--- config.mk ---
export PLATFORM = sky130hd
export DESIGN_NAME = evt_ingress_arbiter
export DESIGN_NICKNAME = d
export VERILOG_FILES = /design/src/rtl/evt_ingress_pkg.sv /design/src/rtl/evt_ingress_outreg.sv /design/src/rtl/evt_ingress_arbiter.sv
export SDC_FILE = /design/constraint.sdc
export NUM_CORES = 1
export LEC_CHECK = 0
export ABC_AREA = 1
export CAP_MARGIN = 20
export CORE_UTILIZATION = 44
export DETAILED_ROUTE_END_ITERATION = 6
export GPL_TIMING_DRIVEN = 1
export PLACE_DENSITY = 0.9
export SYNTH_ARGS = -nofsm -noshare
export SYNTH_HDL_FRONTEND = slang
export SYNTH_SLANG_ARGS = --single-unit
--- constraint.sdc ---
create_clock -name clk -period 2.75 [get_ports clk]
set_clock_uncertainty 0.05 [all_clocks]
set_input_delay 0.55 -clock clk [delete_from_list [all_inputs] [get_ports clk]]
set_output_delay 0.55 -clock clk [all_outputs]
set_load 0.1 [all_outputs]
--- src/rtl/evt_ingress_pkg.sv ---
`default_nettype none
// ============================================================================
// Module   : evt_ingress_pkg
// Brief    : Shared types and helpers for the EVT ingress arbiter.
// Revision : 1.0  initial release
// ============================================================================
package evt_ingress_pkg;

  localparam int EVT_W = 32;

  typedef enum logic {SRC_SENSOR = 1'b0, SRC_UART = 1'b1} src_e;
  typedef enum logic {PRI_SENS = 1'b0, PRI_UART = 1'b1} prio_e;

  // Counter width that never collapses to zero bits.
  function automatic int clog2_min1(input int v);
    return (v <= 2) ? 1 : $clog2(v);
  endfunction

endpackage
`default_nettype wire

--- src/rtl/evt_ingress_outreg.sv ---
`default_nettype none
// ============================================================================
// Module   : evt_ingress_outreg
// Brief    : One-entry output register in front of the input FIFO. Loads a
//            new word whenever it is empty or draining in the same cycle.
// Revision : 1.0  initial release
// ============================================================================
module evt_ingress_outreg
  import evt_ingress_pkg::*;
#(
  parameter int DATA_W = EVT_W
) (
  input  logic              clk,
  input  logic              rst,
  input  logic              load_i,
  input  logic [DATA_W-1:0] data_i,
  input  logic              fifo_full_i,
  output logic              load_ok_o,
  output logic              out_valid_o,
  output logic              fifo_wr_en_o,
  output logic [DATA_W-1:0] fifo_wr_data_o
);

  logic              out_valid_q;
  logic [DATA_W-1:0] out_data_q;

  // A held word never reaches the FIFO during a reset cycle.
  assign fifo_wr_en_o   = out_valid_q & ~fifo_full_i & ~rst;
  assign fifo_wr_data_o = out_data_q;
  assign load_ok_o      = ~out_valid_q | ~fifo_full_i;
  assign out_valid_o    = out_valid_q;

  // Hold register: refills on the same cycle it drains, so no bubbles.
  always_ff @(posedge clk) begin
    if (rst) begin
      out_valid_q <= 1'b0;
      out_data_q  <= '0;
    end else if (load_ok_o) begin
      out_valid_q <= load_i;
      if (load_i) begin
        out_data_q <= data_i;
      end
    end
  end

endmodule
`default_nettype wire

--- src/rtl/evt_ingress_arbiter.sv ---
`default_nettype none
// ============================================================================
// Module   : evt_ingress_arbiter
// Brief    : Bounded-burst round-robin arbiter sharing the input-FIFO write
//            port between the sensor stream and the UART event packer, with
//            per-source enables and a sticky FIFO stall detector.
//            Optional macro EVT_INGRESS_STATS_EN adds saturating per-source
//            accept counters; without it cnt_* are tied to zero.
// Revision : 1.0  initial release
// ============================================================================
module evt_ingress_arbiter
  import evt_ingress_pkg::*;
#(
  parameter int DATA_W     = EVT_W,
  parameter int BURST_MAX  = 8,
  parameter int STALL_WARN = 1024,
  parameter int CNT_W      = 16
) (
  input  logic              clk,
  input  logic              rst,
  input  logic [1:0]        cfg_src_en,
  input  logic [DATA_W-1:0] s_data,
  input  logic              s_valid,
  output logic              s_ready,
  input  logic [DATA_W-1:0] u_data,
  input  logic              u_valid,
  output logic              u_ready,
  output logic              fifo_wr_en,
  output logic [DATA_W-1:0] fifo_wr_data,
  input  logic              fifo_full,
  output logic              stall_flag,
  input  logic              stall_clr,
  output logic [CNT_W-1:0]  cnt_sensor,
  output logic [CNT_W-1:0]  cnt_uart
);

  localparam int BW = clog2_min1(BURST_MAX);
  localparam int SW = $clog2(STALL_WARN + 1);
  localparam logic [BW-1:0] c_burst_last = BW'(BURST_MAX - 1);
  localparam logic [SW-1:0] c_stall_warn = SW'(STALL_WARN);

  prio_e          prio_q;
  logic [BW-1:0]  burst_q;
  logic [SW-1:0]  stall_cnt_q;
  logic [SW-1:0]  stall_cnt_d;
  logic           stall_flag_q;

  logic              w_load_ok;
  logic              w_out_valid;
  logic              w_elig_s;
  logic              w_elig_u;
  logic              w_grant_s;
  logic              w_grant_u;
  logic              w_blocked;
  logic [DATA_W-1:0] w_load_data;

  assign w_elig_s = s_valid & cfg_src_en[SRC_SENSOR];
  assign w_elig_u = u_valid & cfg_src_en[SRC_UART];

  // Priority source wins; the other only gets a turn when the favoured one is idle.
  assign w_grant_s = ~rst & w_load_ok & w_elig_s & ((prio_q == PRI_SENS) | ~w_elig_u);
  assign w_grant_u = ~rst & w_load_ok & w_elig_u & ((prio_q == PRI_UART) | ~w_elig_s);

  assign s_ready     = w_grant_s;
  assign u_ready     = w_grant_u;
  assign w_load_data = w_grant_u ? u_data : s_data;

  evt_ingress_outreg #(
    .DATA_W (DATA_W)
  ) u_outreg (
    .clk            (clk),
    .rst            (rst),
    .load_i         (w_grant_s | w_grant_u),
    .data_i         (w_load_data),
    .fifo_full_i    (fifo_full),
    .load_ok_o      (w_load_ok),
    .out_valid_o    (w_out_valid),
    .fifo_wr_en_o   (fifo_wr_en),
    .fifo_wr_data_o (fifo_wr_data)
  );

  // Priority FSM: sensor bursts are capped while UART waits; UART priority lasts one word.
  always_ff @(posedge clk) begin
    if (rst) begin
      prio_q  <= PRI_SENS;
      burst_q <= '0;
    end else begin
      case (prio_q)
        PRI_SENS: begin
          if (w_grant_s) begin
            if (burst_q == c_burst_last) begin
              if (w_elig_u) begin
                prio_q  <= PRI_UART;
                burst_q <= '0;
              end
            end else begin
              burst_q <= burst_q + BW'(1);
            end
          end else if (w_grant_u) begin
            burst_q <= '0;
          end
        end
        PRI_UART: begin
          // Also fall back when UART has nothing, so priority is never stranded.
          if (w_grant_s | w_grant_u | ~w_elig_u) begin
            prio_q  <= PRI_SENS;
            burst_q <= '0;
          end
        end
        default: begin
          prio_q  <= PRI_SENS;
          burst_q <= '0;
        end
      endcase
    end
  end

  assign w_blocked = w_out_valid & fifo_full;

  // Next stall count: counts consecutive blocked cycles, saturating at the warning level.
  always_comb begin
    stall_cnt_d = stall_cnt_q;
    if (stall_clr || !w_blocked) begin
      stall_cnt_d = '0;
    end else if (stall_cnt_q != c_stall_warn) begin
      stall_cnt_d = stall_cnt_q + SW'(1);
    end
  end

  // Stall counter and sticky flag; a clear beats a set in the same cycle.
  always_ff @(posedge clk) begin
    if (rst) begin
      stall_cnt_q  <= '0;
      stall_flag_q <= 1'b0;
    end else begin
      stall_cnt_q <= stall_cnt_d;
      if (stall_clr) begin
        stall_flag_q <= 1'b0;
      end else if (stall_cnt_d == c_stall_warn) begin
        stall_flag_q <= 1'b1;
      end
    end
  end

  assign stall_flag = stall_flag_q;

`ifdef EVT_INGRESS_STATS_EN
  logic [CNT_W-1:0] cnt_sensor_q;
  logic [CNT_W-1:0] cnt_uart_q;

  // Saturating accept counters, cleared together with the stall status.
  always_ff @(posedge clk) begin
    if (rst || stall_clr) begin
      cnt_sensor_q <= '0;
      cnt_uart_q   <= '0;
    end else begin
      if (w_grant_s && (cnt_sensor_q != '1)) begin
        cnt_sensor_q <= cnt_sensor_q + CNT_W'(1);
      end
      if (w_grant_u && (cnt_uart_q != '1)) begin
        cnt_uart_q <= cnt_uart_q + CNT_W'(1);
      end
    end
  end

  assign cnt_sensor = cnt_sensor_q;
  assign cnt_uart   = cnt_uart_q;
`else
  assign cnt_sensor = '0;
  assign cnt_uart   = '0;
`endif

endmodule
`default_nettype wire

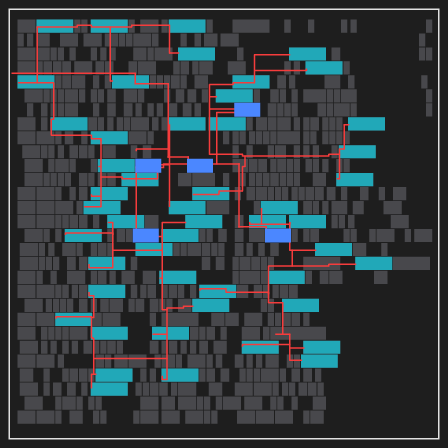
run_1/clock_wires.png
- flip-flops: cyan (count 49)
- clock wires: red (length 595 um)
- clock-net drivers: blue (count 5)
- routed clock nets: 6

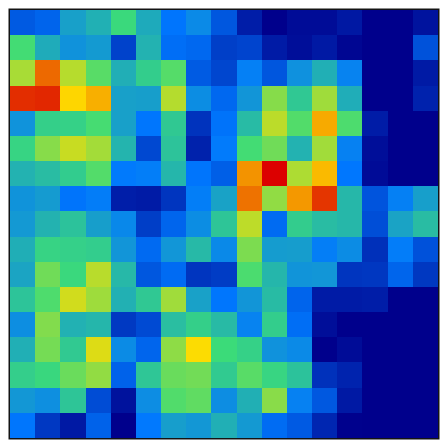
run_1/route_heat.png
17 x 17 tiles, from dark blue (low) to red (high), scaled to the fullest tile. Values are wire area over tile area, all layers added.
- emptiest ninth of the die: south-east
- nearly empty tiles: 13%
- densest ninth of the die: north-west
- tiles over half the peak: 19%
- mean over tiles: 0.16

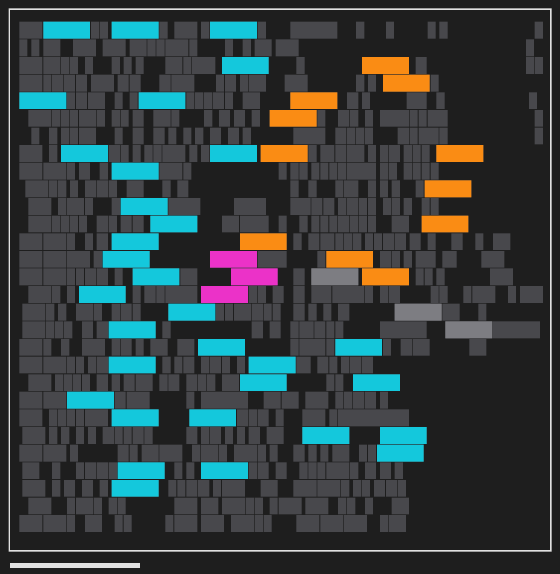
run_1/ff_map.png
The bar under the picture is 20 um long.
- u_outreg.fifo_wr_data_o: cyan (sequential cells 32)
- burst_q: magenta (sequential cells 3)
- stall_cnt_q: orange (sequential cells 11)
- not colored: 3

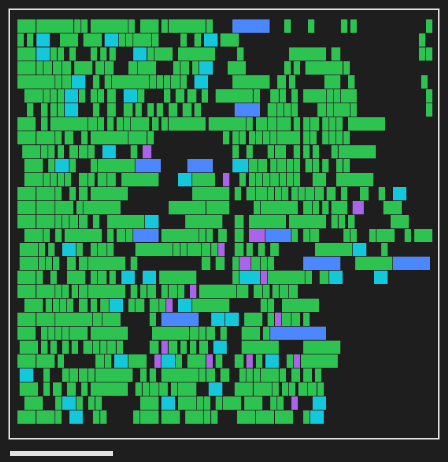
run_1/sizing.png
The bar under the picture is 20 um long.
- x2: purple (cells 16; share 2.8%)
- x6 and larger: blue (cells 10; share 1.8%)
- x3 and x4: cyan (cells 39; share 6.9%)
- x1 and smaller: green (cells 500; share 88%)

==> impl_metrics.env, run 1 <==
# physical design summary
export IMPL_status="finished clean"
export IMPL_post_cts_resized=0
export IMPL_initCoreUtil_pct=45.6
export IMPL_layout_top_cell="nand2_1"
export IMPL_die_h_um=83.4
export IMPL_grt_util_met3_pct=7.36
export IMPL_xor_area_share_pct=1.20
export IMPL_io_pin_count=140
export IMPL_grt_pass1_wl_mm=11.4
export IMPL_num_vias=2935
export IMPL_clock_fmax_mhz=410
export IMPL_dieArea_sq_mm=0.00695
export IMPL_route_met3_wl_um=548
export IMPL_grt_ovfl_total=0
export IMPL_ys_flops=49
export IMPL_relSlewSlack_pct=66.0
export IMPL_final_cell_area_sq_mm=0.00395
export IMPL_setup_tns_ns=0
export IMPL_cts_buffer_depth=2
export IMPL_ys_types=25
export IMPL_clock_latency_ns=0.30
export IMPL_hold_viol_final=0
export IMPL_gr_usage_met1_pct=21.0
export IMPL_dp_hpwl_mm=5.32
export IMPL_cts_buffers_inserted=5
export IMPL_synth_seq_share_pct=33.7
export IMPL_endpoint_kind="output pin"
export IMPL_start_kind="primary input"
export IMPL_top_layer="met4"
export IMPL_htree_levels=2
export IMPL_hold_class="register to register"
export IMPL_rows=29
export IMPL_num_nets_final=640
export IMPL_firstDrtPassIters=4
export IMPL_drtAntennaViolNets=0
export IMPL_warning_count=27
export IMPL_post_cts_buffers=0
export IMPL_yosysTopAreaCell="dfxtp_1"
export IMPL_rsz0062_at_grt="no"
export IMPL_lay_top_cells="nand2_1, inv_1, clkdlybuf4s50_1"
export IMPL_fa_ha_area_share_pct=1.72
export IMPL_synth_top_cell_area_share_pct=33.7
export IMPL_port_buffer_count=107
export IMPL_period_needed_ns=2.44
export IMPL_edf_count=0
export IMPL_powerDensity_mw_per_mm2=531
export IMPL_drc=0
export IMPL_syn_avg_cell_area_sq_um=6.25
export IMPL_crit_required_ns=2.15
export IMPL_grt_util_all_layers_pct=19.9
export IMPL_die_width_um=83.4
export IMPL_top_cells_by_area="dfxtp_1, nand2_1, inv_1"
export IMPL_placed_area_sq_mm=0.00384
export IMPL_ys_async_sr_fraction_pct=0
export IMPL_compound_area_share_pct=13.1
export IMPL_synthTopLogicFamily="simple AND/OR/NAND/NOR gates"
export IMPL_grt_pass1_vias=2731
export IMPL_grt_max_degree=65
export IMPL_vdd_drop_max_v=0.000351
export IMPL_diodes=0
export IMPL_synth_main_ff_cell="dfxtp_1"
export IMPL_p_leak_nw=2.09
run 1: registers in the layout (all words and copies together), names as in the netlist:
name	count
burst_q	3
stall_cnt_q	11
u_outreg.out_valid_o	1
prio_q	1
u_outreg.fifo_wr_data_o	32
stall_flag	1
run 1: area by class of cell:
class                           instances  area (sq um)
Fill cell                             591          2440
Multi-Input combinational cell        313          1390
Timing Repair Buffer                  112          1060
Sequential cell                        49           981
Inverter                               83           312
Tap cell                               77          96.3
Clock buffer                            6          72.6
Clock inverter                          2          38.8
run 1: critical path: stages:
cell and delay [ns]:
clkdlybuf4s50_1 0.42, nand2_1 0.14, nand2_1 0.09, nor2_1 0.08
and2_1 0.32, buf_12 0.22
run 1: stage by stage:
step | instances | setup slack [ns] | util (%)
2_1_floorplan | 497 | 0.248 | -
3_3_place_gp | 634 | 0.318 | 60.1
3_5_place_dp | 634 | 0.281 | 60.1
4_1_cts | 642 | 0.297 | 61.8
5_1_grt | 642 | 0.234 | 61.8
6_report | 642 | 0.312 | 61.8
run 1: path summary, 6_finish.rpt:
| kind | startpoint | depth (start not counted) | slack, ns | end |
|---|---|---|---|---|
| setup / recovery | fifo_full | 6 | 0.31 | u_ready |
| setup reg to reg | stall_cnt_q[0]$_SDFF_PP0_ | 11 | 0.86 | stall_flag$_SDFFE_PP0N_ |
| hold / removal | stall_flag$_SDFFE_PP0N_ | 2 | 0.42 | stall_flag$_SDFFE_PP0N_ |
| hold reg to reg | stall_flag$_SDFFE_PP0N_ | 2 | 0.42 | stall_flag$_SDFFE_PP0N_ |
run 1: power breakdown:
part,internal (mW),leakage (nW),total (mW),switching [mW]
combinational,0.196,1.63,0.810,0.613
sequential,0.750,0.401,0.773,0.0227
clock,0.273,0.0554,0.515,0.241
total,1.22,2.09,2.10,0.878
==> run 2: changes to the inputs <==
- CORE_MARGIN: not set -> 2
- HOLD_SLACK_MARGIN: not set -> 0.03
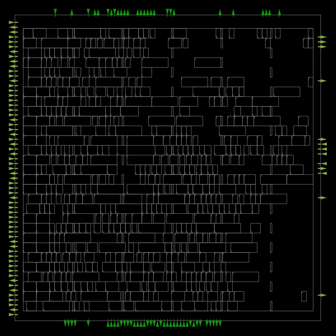
run_2/placed.png
final core occ: 61.6%
Fillers: 559
sequential cell area share: 24.9%
tap cell count: 77
post-route insts no fill: 643

==> run 2 against run 1 <==
Synthesized cell count unchanged. Clock power fell by 18%. Global-route usage shrank 0.19 points. Non-clock buffer count up 1. Highest routed layer unchanged. Critical path depth unchanged.
==> impl_metrics.env, run 2 <==
# physical design summary
export IMPL_status="finished clean"
export IMPL_r2r_setup_slack_ns=0.83
export IMPL_seq_power_uw=773
export IMPL_largest_register_ffs=32
export IMPL_dieArea_sq_mm=0.00729
export IMPL_power_frac_seq_pct=38.5
export IMPL_syn_avg_cell_area_sq_um=6.25
export IMPL_reg2regPathDepth=11
export IMPL_critPathSlowestCell="clkdlybuf4s50_1"
export IMPL_hold_buffers=0
export IMPL_die_width_um=85.4
export IMPL_post_cts_resized=0
export IMPL_grt_pass1_wl_mm=11.7
export IMPL_hold_depth=2
export IMPL_synth_top_cell_area_share_pct=33.7
export IMPL_num_nets_final=641
export IMPL_post_cts_buffers=0
export IMPL_die_h_um=85.4
export IMPL_crit_top_cell="nand2_1"
export IMPL_initCoreUtil_pct=45.6
export IMPL_worstSetupPathDepth=6
export IMPL_grt_max_degree=49
export IMPL_crit_path_max_incr_delay_ns=0.42
export IMPL_warning_count=27
export IMPL_edf_count=0
export IMPL_layout_top_cell="nand2_1"
export IMPL_synth_seq_share_pct=33.7
export IMPL_gp_congestion=0.853
export IMPL_path_cells="clkdlybuf4s50_1 > nand2_1 > nand2_1 > nor2_1 > and2_1 > buf_12"
export IMPL_p_leak_nw=2.07
export IMPL_period_needed_ns=2.55
export IMPL_port_buffer_count=107
export IMPL_lay_top_cells="nand2_1, inv_1, clkdlybuf4s50_1"
export IMPL_relSlewSlack_pct=66.7
export IMPL_p_comb_uw=813
export IMPL_rows=29
export IMPL_hold_class="register to register"
export IMPL_synth_main_ff_cell="dfxtp_1"
export IMPL_setup_tns_ns=0
export IMPL_top_power_group="combinational logic"
export IMPL_grt_util_all_layers_pct=19.7
export IMPL_crit_family="simple AND/OR/NAND/NOR gates"
export IMPL_cts_buffers_inserted=5
export IMPL_p_sw_uw=882
export IMPL_start_kind="primary input"
export IMPL_ys_flops=49
export IMPL_powerDensity_mw_per_mm2=511
export IMPL_rsz0062_at_grt="no"
export IMPL_viasPerCell=4.57
export IMPL_combinationalPowerShare_pct=40.5
export IMPL_dp_hpwl_mm=5.54
export IMPL_io_pin_count=140
export IMPL_firstDrtPassIters=4
export IMPL_top_cells_by_area="dfxtp_1, nand2_1, inv_1"
export IMPL_htree_levels=2
export IMPL_ys_async_sr_fraction_pct=0
export IMPL_finalWirelength_mm=7.18
export IMPL_diodes=0
export IMPL_pg_clk_uw=422
export IMPL_endpoint_kind="output pin"
export IMPL_num_vias=2938
export IMPL_drtAntennaViolNets=0
export IMPL_ys_types=25
export IMPL_hold_viol_final=0
export IMPL_drc=0
export IMPL_crit_buf_inv=2
export IMPL_clock_latency_ns=0.30
run 2: cell types whose count changed in the layout (fill, tap and decap cells not counted):
cell,change
clkinvlp_4,+2
buf_4,+1
bufinv_16,-1
clkinv_4,-1
run 2: final cells by class:
class / instances / area, sq um
timing repair buffer: 113 / 1070
multi-input combinational: 313 / 1390
inverter: 83 / 312
clock inverter: 2 / 15.0
tap: 77 / 96.3
sequential: 49 / 981
fill: 559 / 2450
clock buffer: 6 / 72.6
run 2: per-stage QoR:
| stage | total power, mW | setup slack [ns] | instances | hold WS [ns] | cell area (sq um) |
|---|---|---|---|---|---|
| floorplan | 1.44 | 0.248 | 497 | 0.417 | 3030 |
| global placement | 1.59 | 0.243 | 635 | 0.386 | 3840 |
| detailed placement | 1.60 | 0.160 | 635 | 0.405 | 3840 |
| CTS | 2.02 | 0.222 | 643 | 0.418 | 3930 |
| global route | 2.09 | 0.132 | 643 | 0.442 | 3930 |
| finish | 2.01 | 0.205 | 643 | 0.407 | 3930 |
run 2: kinds of logic (layout without fill, tap and decap cells):
group,after synthesis,in the layout,share of synthesized area [%]
xor+xnor,4,4,1.20
flops,49,49,33.7
other cells,1,32,0.129
simple gates,198,198,27.2
buf+inv,135,204,22.9
fa+ha+maj,4,4,1.72
compound gates,75,75,13.1
run 2: layer usage:
layer  global-route usage (%)  share of wire, %
met5                        0                 0
met4                     7.36               2.5
met3                     6.13               8.7
met2                     33.9                47
met1                     22.9                41
run 2: final timing paths:
| path | start | end |
|---|---|---|
| min | stall_flag$_SDFFE_PP0N_ | stall_flag$_SDFFE_PP0N_ |
| max | fifo_full | u_ready |
| min reg2reg | stall_flag$_SDFFE_PP0N_ | stall_flag$_SDFFE_PP0N_ |
| max reg2reg | stall_cnt_q[0]$_SDFF_PP0_ | stall_flag$_SDFFE_PP0N_ |
Power and IR drop assume default switching activity.
